==> src/rtl/easyaxi_rd_mst_pkg.sv <==
// Shared widths, protocol constants and FSM encoding for the easy_axi read initiator.
// Every easyaxi_rd_* file imports this package.
package easyaxi_rd_mst_pkg;

    localparam int AXI_ID_W    = 4;
    localparam int AXI_ADDR_W  = 32;
    localparam int AXI_LEN_W   = 8;
    localparam int AXI_SIZE_W  = 3;
    localparam int AXI_BURST_W = 2;
    localparam int AXI_DATA_W  = 32;
    localparam int AXI_RESP_W  = 2;

    localparam logic [AXI_BURST_W-1:0] BURST_INCR = 2'b01;
    localparam logic [AXI_RESP_W-1:0]  RESP_OKAY  = 2'b00;

    typedef enum logic [1:0] {
        ST_IDLE = 2'd0,
        ST_AR   = 2'd1,
        ST_R    = 2'd2,
        ST_DONE = 2'd3
    } rd_state_e;

    // Beat k of every burst carries base+k, wrapped to the data width.
    function automatic logic [AXI_DATA_W-1:0] exp_rdata(
        input logic [AXI_DATA_W-1:0] base,
        input logic [AXI_LEN_W-1:0]  beat
    );
        return base + AXI_DATA_W'(beat);
    endfunction

endpackage

==> src/rtl/easyaxi_rd_chk.sv <==
// R-beat checker: flags a beat whose data, response or last flag is wrong,
// and keeps a saturating count of flagged beats.
module easyaxi_rd_chk
    import easyaxi_rd_mst_pkg::*;
#(
    parameter int                    REQ_LEN   = 3,
    parameter logic [AXI_DATA_W-1:0] DATA_BASE = '0,
    parameter int                    ERR_W     = 8
) (
    input  logic                  clk,
    input  logic                  rst,
    input  logic                  clr,
    input  logic                  beat,
    input  logic [AXI_LEN_W-1:0]  beat_cnt,
    input  logic [AXI_DATA_W-1:0] rdata,
    input  logic [AXI_RESP_W-1:0] rresp,
    input  logic                  rlast,
    output logic [ERR_W-1:0]      err_cnt
);

    localparam logic [AXI_LEN_W-1:0] LEN_C = AXI_LEN_W'(REQ_LEN);

    logic fault;

    // NOTE: fault gets a default before any condition so always_comb never infers a latch.
    always_comb begin
        fault = 1'b0;
        if (rdata != exp_rdata(DATA_BASE, beat_cnt)) fault = 1'b1;
        if (rresp != RESP_OKAY)                     fault = 1'b1;
        if (rlast != (beat_cnt == LEN_C))           fault = 1'b1;
    end

    // Several faults on one beat still count once; the count sticks at all-ones.
    always_ff @(posedge clk or posedge rst) begin
        if (rst) begin
            err_cnt <= '0;
        end else if (clr) begin
            err_cnt <= '0;
        end else if (beat && fault && (err_cnt != '1)) begin
            err_cnt <= err_cnt + ERR_W'(1);
        end
    end

endmodule

==> src/rtl/easyaxi_rd_mst.sv <==
// easy_axi read initiator: issues REQ_NUM single-outstanding INCR bursts with
// rotating IDs, checks every returned beat, then reports done and an error count.
module easyaxi_rd_mst
    import easyaxi_rd_mst_pkg::*;
#(
    parameter int                    REQ_NUM   = 4,
    parameter logic [AXI_ADDR_W-1:0] REQ_ADDR  = '0,
    parameter int                    REQ_LEN   = 3,
    parameter logic [AXI_SIZE_W-1:0] REQ_SIZE  = 3'b010,
    parameter logic [AXI_DATA_W-1:0] DATA_BASE = '0,
    parameter int                    ERR_W     = 8
) (
    input  logic                   clk,
    input  logic                   rst,
    input  logic                   enable,
    output logic                   axi_mst_arvalid,
    input  logic                   axi_mst_arready,
    output logic [AXI_ID_W-1:0]    axi_mst_arid,
    output logic [AXI_ADDR_W-1:0]  axi_mst_araddr,
    output logic [AXI_LEN_W-1:0]   axi_mst_arlen,
    output logic [AXI_SIZE_W-1:0]  axi_mst_arsize,
    output logic [AXI_BURST_W-1:0] axi_mst_arburst,
    input  logic                   axi_mst_rvalid,
    output logic                   axi_mst_rready,
    input  logic [AXI_DATA_W-1:0]  axi_mst_rdata,
    input  logic [AXI_RESP_W-1:0]  axi_mst_rresp,
    input  logic                   axi_mst_rlast,
    output logic                   busy,
    output logic                   done,
    output logic [ERR_W-1:0]       err_cnt
);

    localparam int                   REQ_CNT_W = $clog2(REQ_NUM + 1);
    localparam logic [REQ_CNT_W-1:0] REQ_NUM_C = REQ_CNT_W'(REQ_NUM);
    localparam logic [AXI_LEN_W-1:0] LEN_C     = AXI_LEN_W'(REQ_LEN);

    rd_state_e              state;
    logic [REQ_CNT_W-1:0]   req_cnt;
    logic [REQ_CNT_W-1:0]   req_nxt;
    logic [AXI_LEN_W-1:0]   beat_cnt;
    logic                   beat;
    logic                   burst_end;
    logic                   session_start;

    // rready is only ever high in R, so this handshake implies state == R.
    assign beat          = axi_mst_rvalid && axi_mst_rready;
    assign burst_end     = axi_mst_rlast || (beat_cnt == LEN_C);
    assign req_nxt       = req_cnt + REQ_CNT_W'(1);
    assign session_start = (state == ST_IDLE) && enable;

    // The AR payload is constant apart from the ID, which only moves between bursts.
    assign axi_mst_arid    = AXI_ID_W'(req_cnt);
    assign axi_mst_araddr  = REQ_ADDR;
    assign axi_mst_arlen   = LEN_C;
    assign axi_mst_arsize  = REQ_SIZE;
    assign axi_mst_arburst = BURST_INCR;

    // NOTE: sequential state uses non-blocking assignments so every register samples pre-edge values.
    always_ff @(posedge clk or posedge rst) begin
        if (rst) begin
            state           <= ST_IDLE;
            axi_mst_arvalid <= 1'b0;
            axi_mst_rready  <= 1'b0;
            busy            <= 1'b0;
            done            <= 1'b0;
            req_cnt         <= '0;
            beat_cnt        <= '0;
        end else begin
            case (state)
                ST_IDLE: begin
                    if (enable) begin
                        state           <= ST_AR;
                        axi_mst_arvalid <= 1'b1;
                        busy            <= 1'b1;
                        done            <= 1'b0;
                        req_cnt         <= '0;
                    end
                end
                // enable is ignored here: a raised arvalid may not be withdrawn.
                ST_AR: begin
                    if (axi_mst_arready) begin
                        state           <= ST_R;
                        axi_mst_arvalid <= 1'b0;
                        axi_mst_rready  <= 1'b1;
                        beat_cnt        <= '0;
                    end
                end
                ST_R: begin
                    if (beat) begin
                        if (burst_end) begin
                            beat_cnt       <= '0;
                            req_cnt        <= req_nxt;
                            axi_mst_rready <= 1'b0;
                            if (req_nxt == REQ_NUM_C) begin
                                state <= ST_DONE;
                                done  <= 1'b1;
                                busy  <= 1'b0;
                            end else if (enable) begin
                                state           <= ST_AR;
                                axi_mst_arvalid <= 1'b1;
                            end else begin
                                state <= ST_IDLE;
                                busy  <= 1'b0;
                            end
                        end else begin
                            beat_cnt <= beat_cnt + AXI_LEN_W'(1);
                        end
                    end
                end
                ST_DONE: begin
                    if (!enable) begin
                        state <= ST_IDLE;
                        done  <= 1'b0;
                    end
                end
                default: state <= ST_IDLE;
            endcase
        end
    end

    easyaxi_rd_chk #(
        .REQ_LEN   (REQ_LEN),
        .DATA_BASE (DATA_BASE),
        .ERR_W     (ERR_W)
    ) u_chk (
        .clk      (clk),
        .rst      (rst),
        .clr      (session_start),
        .beat     (beat),
        .beat_cnt (beat_cnt),
        .rdata    (axi_mst_rdata),
        .rresp    (axi_mst_rresp),
        .rlast    (axi_mst_rlast),
        .err_cnt  (err_cnt)
    );

endmodule
==> config.mk <==
export PLATFORM = sky130hd
export DESIGN_NAME = easyaxi_rd_mst
export DESIGN_NICKNAME = d
export VERILOG_FILES = /design/src/rtl/easyaxi_rd_mst_pkg.sv /design/src/rtl/easyaxi_rd_chk.sv /design/src/rtl/easyaxi_rd_mst.sv
export SDC_FILE = /design/constraint.sdc
export NUM_CORES = 1
export LEC_CHECK = 0
export CORE_MARGIN = 1.5
export CORE_UTILIZATION = 41
export CTS_CLUSTER_SIZE = 10
export DETAILED_ROUTE_END_ITERATION = 8
export GPL_TIMING_DRIVEN = 0
export PLACE_DENSITY_LB_ADDON = 0.3
export SLEW_MARGIN = 10
export SYNTH_ARGS = -nofsm -noshare
export SYNTH_HDL_FRONTEND = slang
export SYNTH_SLANG_ARGS = --single-unit
==> constraint.sdc <==
create_clock -name clk -period 3.6 [get_ports clk]
set_clock_uncertainty 0.05 [all_clocks]
set_input_delay 0.72 -clock clk [delete_from_list [all_inputs] [get_ports clk]]
set_output_delay 0.72 -clock clk [all_outputs]
set_load 0.02 [all_outputs]
**M2 wires**

(4 px per um)
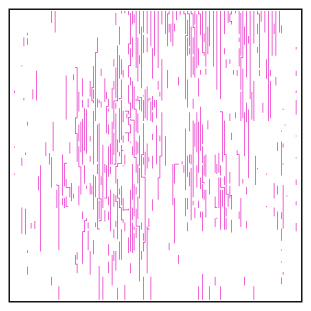
longest straight run: 27.4 um
share of all routed wire: 51%
wire length on this layer: 2220 um
total wirelength of the detailed-routed design: 4.346 mm
overall via count from detail_route: 1838
global-route track usage on met2: 0.2895

**Clock wiring as the flow saved it**

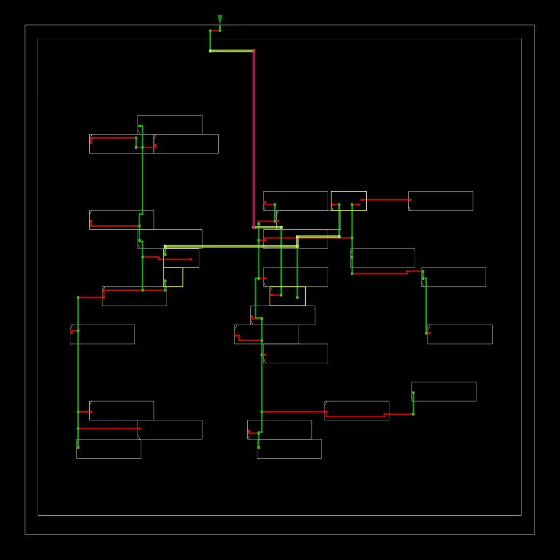
number of buffers added by the clock tree synthesis step: 3
Seq cells: 25

**Floorplan with the power grid**

(4 px per um) Pins as bars on the die edge. Tap cells in grey.
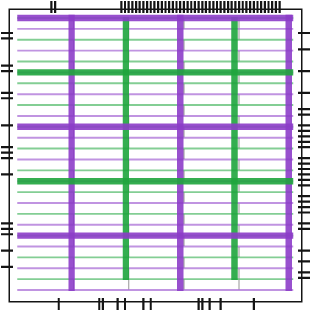
[VDD] green
[VSS] purple
tap cells: 54
signal pins: 101
rows: 25
met5 straps: 5
die span in y: 72.73 um
Placeable Area: 4692 um2
peak supply drop: 0.0002971 V

**Metal layers overlaid**

(4 px per um)
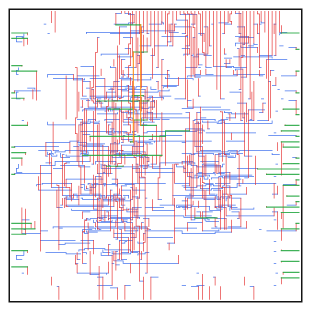
[metal 3] green | wire length: 242 um
[metal 2] red | wire length: 2220 um
[metal 1] blue | wire length: 1840 um
[metal 4] orange | wire length: 47.6 um
overall routing resource usage: 0.1611
mean routed wirelength per cell: 11.26 um

power by group through the flow:
| stage | Combinational [mW] | Clock (mW) | Sequential (mW) |
|---|---|---|---|
| finish | 0.635 | 0.171 | 0.410 |
| global route | 0.705 | 0.190 | 0.420 |
| floorplan | 0.388 | 0 | 0.449 |
| global placement | 0.618 | 0 | 0.414 |
| detailed placement | 0.630 | 0 | 0.415 |
| CTS | 0.633 | 0.177 | 0.410 |
flip-flops by register name, summed over array words and instances (netlist names):
name and cells:
state 2, axi_mst_arvalid 1, busy 1, u_chk.err_cnt 8, done 1, beat_cnt 8, req_cnt 3, axi_mst_rready 1
how the worst max path moves through the flow:
| stage | from | end | slack, ns | cells past startpoint |
|---|---|---|---|---|
| 4_1_cts | beat_cnt[4]$_DFFE_PP0P_ | req_cnt[0]$_DFFE_PP0P_ | 0.57 | 7 |
| 3_3_place_gp | beat_cnt[3]$_DFFE_PP0P_ | req_cnt[0]$_DFFE_PP0P_ | 0.64 | 7 |
| 2_1_floorplan | beat_cnt[3]$_DFFE_PP0P_ | u_chk.err_cnt[0]$_DFFE_PP0P_ | 0.93 | 9 |
| 3_5_place_dp | beat_cnt[3]$_DFFE_PP0P_ | req_cnt[0]$_DFFE_PP0P_ | 0.60 | 7 |
| 6_report | beat_cnt[4]$_DFFE_PP0P_ | req_cnt[0]$_DFFE_PP0P_ | 0.55 | 7 |
| 5_1_grt | beat_cnt[4]$_DFFE_PP0P_ | req_cnt[0]$_DFFE_PP0P_ | 0.38 | 7 |
kinds of logic (layout without fill, tap and decap cells):
group / after synthesis / in the layout / synth area share
AND/OR/NAND/NOR: 72 / 72 / 0.2103
other: 2 / 46 / 0.003768
buffers and inverters: 59 / 117 / 0.2028
multiplexers: 1 / 1 / 0.005649
AND-OR/OR-AND: 51 / 51 / 0.1588
XOR/XNOR: 11 / 11 / 0.04834
adder cells (fa/ha/maj): 9 / 9 / 0.05650
flip-flops: 25 / 25 / 0.3139
worst register-to-register path, cell delays in order, from the launching register on:
cell	delay (ns)
sky130_fd_sc_hd__dfrtp_1	0.47
sky130_fd_sc_hd__or4_1	0.51
sky130_fd_sc_hd__or3_1	0.32
sky130_fd_sc_hd__ha_1	0.26
sky130_fd_sc_hd__nand3b_1	0.25
sky130_fd_sc_hd__nand2_1	0.15
sky130_fd_sc_hd__a21boi_0	0.52
sky130_fd_sc_hd__mux2_2	0.40
cells in the final DEF, fill, tap and decap left out, drive strengths merged, types with 5 or more instances in the layout:
cell type,n
clkdlybuf4s50,54
xnor2,11
clkbuf,5
nor4,7
nand3,9
buf,49
nand4,6
conb,46
a21oi,13
or3,7
nor2,8
ha,9
dfrtp,25
inv,8
o21ai,19
nand2,16
layer usage:
layer  GRT usage  part of all wire  up-vias
li1            -                 -      936
met1      0.1927              0.42      833
met2      0.2895              0.51       64
met3     0.02486             0.055        5
met4     0.06080             0.011        0
met5           0                 0        -
cell type report:
cell class | count | area (um2)
Fill cell | 416 | 1877
Multi-Input combinational cell | 190 | 1129
Sequential cell | 25 | 625.6
Timing Repair Buffer | 54 | 540.5
Buffer | 51 | 374.1
Tap cell | 54 | 67.56
Clock buffer | 3 | 41.29
Inverter | 8 | 30.03
Clock inverter | 1 | 7.507
==> flow_summary.json <==
{
  "postSynthSeqShare": 0.3139,
  "log.warning_count": 30,
  "path_delay_family": "simple AND/OR/NAND/NOR gates",
  "antenna_violations_before_repair": 0,
  "synth_chip_area_um2": 1993,
  "power.share.sequential": 0.337,
  "timing.setup.tns_ns": 0,
  "design_power_total_mw": 1.215,
  "combPwrFrac": 0.522,
  "final_report_hold_violation_count": 0,
  "post_route_cells_drive_above_1_share": 0.1867,
  "status": "complete, no violations",
  "dp_hpwl_mm": 3.552,
  "instances_no_fill": 386,
  "syn-instance-count": 230,
  "area_leaders": "sky130_fd_sc_hd__dfrtp_1 31%, sky130_fd_sc_hd__buf_4 17%, sky130_fd_sc_hd__ha_1 5.6%, sky130_fd_sc_hd__xnor2_1 4.8%, sky130_fd_sc_hd__o21ai_0 3.5%",
  "grt_start_max_net_pins": 26,
  "worst_slew_margin_rel": 0.3749,
  "worst_path_largest_cell_delay_ns": 0.52,
  "critical_path.slowest_cell": "sky130_fd_sc_hd__a21boi_0"
}
Power is estimated from default activity; no workload was simulated.
